File: src/rtl/seg7_scan.sv
// Time-multiplexed 4-digit common-anode 7-segment driver with per-digit dead time,
// per-frame value capture and optional leading-zero blanking.
module seg7_scan #(
   parameter int unsigned BLANK_CYCLES = 1000,
   parameter bit          LZ_SUPPRESS  = 1'b1
) (
   input  logic        clk,
   input  logic        rst_n,
   input  logic        scan_tick,
   input  logic [15:0] value,
   input  logic [3:0]  dp_in,
   output logic [3:0]  an,
   output logic [6:0]  seg,
   output logic        dp,
   output logic        frame_start
);

   typedef enum logic {BLANK, SHOW} state_t;

   localparam logic [15:0] RELOAD = 16'(BLANK_CYCLES);

   state_t      state, state_d;
   logic [15:0] cnt, cnt_d;
   logic [1:0]  idx, idx_d;
   logic [15:0] sval, sval_d;
   logic [3:0]  sdp, sdp_d;
   logic [3:0]  an_d;
   logic [6:0]  seg_d;
   logic        dp_d, fs_d;
   logic [15:0] upper;
   logic        lead, dpon;

   function automatic logic [6:0] hex7(input logic [3:0] n);
      case (n)
         4'h0: hex7 = 7'h40;
         4'h1: hex7 = 7'h79;
         4'h2: hex7 = 7'h24;
         4'h3: hex7 = 7'h30;
         4'h4: hex7 = 7'h19;
         4'h5: hex7 = 7'h12;
         4'h6: hex7 = 7'h02;
         4'h7: hex7 = 7'h78;
         4'h8: hex7 = 7'h00;
         4'h9: hex7 = 7'h10;
         4'hA: hex7 = 7'h08;
         4'hB: hex7 = 7'h03;
         4'hC: hex7 = 7'h46;
         4'hD: hex7 = 7'h21;
         4'hE: hex7 = 7'h06;
         default: hex7 = 7'h0E;
      endcase
   endfunction

   always_ff @(posedge clk or negedge rst_n) begin
      if (!rst_n) begin
         state       <= BLANK;
         cnt         <= RELOAD;
         idx         <= '0;
         sval        <= '0;
         sdp         <= '0;
         an          <= '1;
         seg         <= '1;
         dp          <= 1'b1;
         frame_start <= 1'b0;
      end else begin
         state       <= state_d;
         cnt         <= cnt_d;
         idx         <= idx_d;
         sval        <= sval_d;
         sdp         <= sdp_d;
         an          <= an_d;
         seg         <= seg_d;
         dp          <= dp_d;
         frame_start <= fs_d;
      end
   end

   always_comb begin
      state_d = state;
      cnt_d   = cnt;
      idx_d   = idx;
      sval_d  = sval;
      sdp_d   = sdp;
      fs_d    = 1'b0;
      case (state)
         BLANK: begin
            cnt_d = cnt - 16'd1;
            if (cnt == 16'd1) state_d = SHOW;
         end
         SHOW: begin
            if (scan_tick) begin
               idx_d   = idx + 2'd1;
               cnt_d   = RELOAD;
               state_d = BLANK;
               if (idx == 2'd3) begin
                  sval_d = value;
                  sdp_d  = dp_in;
                  fs_d   = 1'b1;
               end
            end
         end
         default: state_d = BLANK;
      endcase

      // Outputs are decoded from the post-edge state so the registers present it directly.
      upper = sval_d >> {idx_d, 2'b00};
      dpon  = sdp_d[idx_d];
      lead  = LZ_SUPPRESS && (idx_d != 2'd0) && (upper == '0);
      an_d  = '1;
      seg_d = '1;
      dp_d  = 1'b1;
      if (state_d == SHOW) begin
         seg_d = lead ? 7'h7F : hex7(upper[3:0]);
         dp_d  = ~dpon;
         if (!lead || dpon) an_d[idx_d] = 1'b0;
      end
   end

endmodule

File: config.mk
export PLATFORM = sky130hd
export DESIGN_NAME = seg7_scan
export DESIGN_NICKNAME = d
export VERILOG_FILES = /design/src/rtl/seg7_scan.sv
export SDC_FILE = /design/constraint.sdc
export NUM_CORES = 1
export LEC_CHECK = 0
export ABC_AREA = 1
export CAP_MARGIN = 20
export CORE_MARGIN = 5
export CORE_UTILIZATION = 55
export CTS_CLUSTER_DIAMETER = 60
export DETAILED_ROUTE_END_ITERATION = 16
export GPL_TIMING_DRIVEN = 0
export PLACE_DENSITY = 0.81
export SYNTH_ARGS = -nofsm -noshare
export SYNTH_HDL_FRONTEND = slang
export SYNTH_SLANG_ARGS = --single-unit
File: constraint.sdc
create_clock -name clk -period 2.85 [get_ports clk]
set_input_delay 0.285 -clock clk [delete_from_list [all_inputs] [get_ports clk]]
set_output_delay 0.285 -clock clk [all_outputs]
set_load 0.01 [all_outputs]
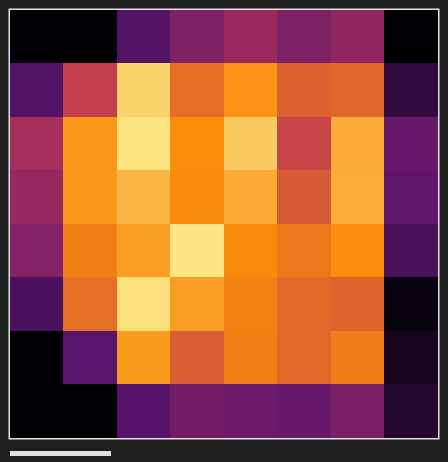
Fig. 1. Cell density map.
Scale bar: 20 um. 8 x 8 tiles, from black (low) to pale yellow (high), 0 to 100% covered.
25% of the tiles are over 75% full. The emptiest ninth of the die: lower left. 11% of the tiles are nearly empty. The fullest tile reaches 95%. The mean over all tiles is 50%.

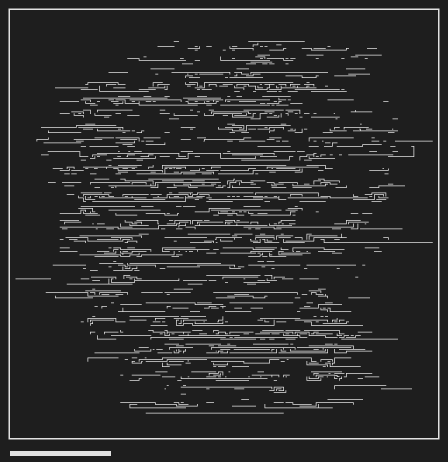
Fig. 2. The metal 1 layer.
Scale bar: 20 um.
444 nets have wire on it. The longest straight run is 29.4 um. The layer carries 3200 um of wire. The wires run mostly horizontal. The layer holds 47% of the routed length.

==> flow_metrics.tcl <==
# place-and-route summary
set metrics [dict create \
    p_sw_share_pct 30.5 \
    hold_buffers 1 \
    syn_area_um2 3060 \
    power.internal_mw 1.25 \
    p_comb_uw 416 \
    crit_fanout 10 \
    outcome "completed" \
    period_minus_slack_ps 2690 \
    p_total_mw 1.80 \
    cts_max_path_buffers 2 \
    clk_pin_slew_ps 90 \
    synthXorXnorAreaFrac_pct 0 \
    finalSetupViolCount 0 \
    fp_util_pct 55.9 \
    fin_setup_tns_ps 0 \
    post-cts-setup-buffer-count 0 \
    fp_nets 436 \
    dp_cells 511 \
    cts-root-buf "clkbuf_8" \
    timing.final.ws_setup_ps 161 \
    drc_errors 0 \
    fin_worst_skew_ps 6.08 \
    syn_inst 403 \
    synthTopCellsByCount "nand2_1, inv_1, nor2_1" \
    crit_start "scan_tick" \
    antenna_found_initial 0 \
    crit_family "simple AND/OR/NAND/NOR gates" \
    fin_util_pct 67.1 \
    first_pass_iters 4 \
    core-area_um2 5470 \
    power_frac_clock_pct 28.0 \
    start_kind "primary input" \
    grt_pass1_vias 2616 \
    antennaDiodeCount 0 \
    p_seq_share_pct 48.8 \
    drtAntennaViolNets 0 \
    synth-edff-count 0 \
    r2r-start "idx[0]" \
    power_switching_uw 548 \
    h-tree-depth 2 \
    rows 27 \
    rr_worst_depth 17 \
    dp.final_hpwl_um 5090 \
    maxCapViolCount 0 \
    io_pins 36 \
]
[layer usage]
metal  vias up  part of all wire, %  routed length [um]  track usage (%)
met5         -                    0                   0                0
met2        69                   46                3160             32.2
met1      1211                   47                3200             27.2
met4         0                  1.3                  91             6.33
li1       1336                    -                   -                -
met3        11                  5.1                 349             3.93
[how the worst max path moves through the flow]
stage / to / slack (ps) / cells past startpoint
finish: seg[4] / 160 / 16
global route: seg[3] / -50 / 17
CTS: an[3] / 50 / 17
detailed placement: an[2] / -300 / 15
global placement: an[1] / -180 / 15
floorplan: an[2] / 440 / 16
[area by class of cell]
cell class	instances	area, um^2
Timing Repair Buffer	40	398
Buffer	10	101
Tap cell	72	90.1
Clock inverter	2	35.0
Multi-Input combinational cell	275	1410
Fill cell	488	1800
Sequential cell	52	1330
Clock buffer	6	72.6
Inverter	66	248
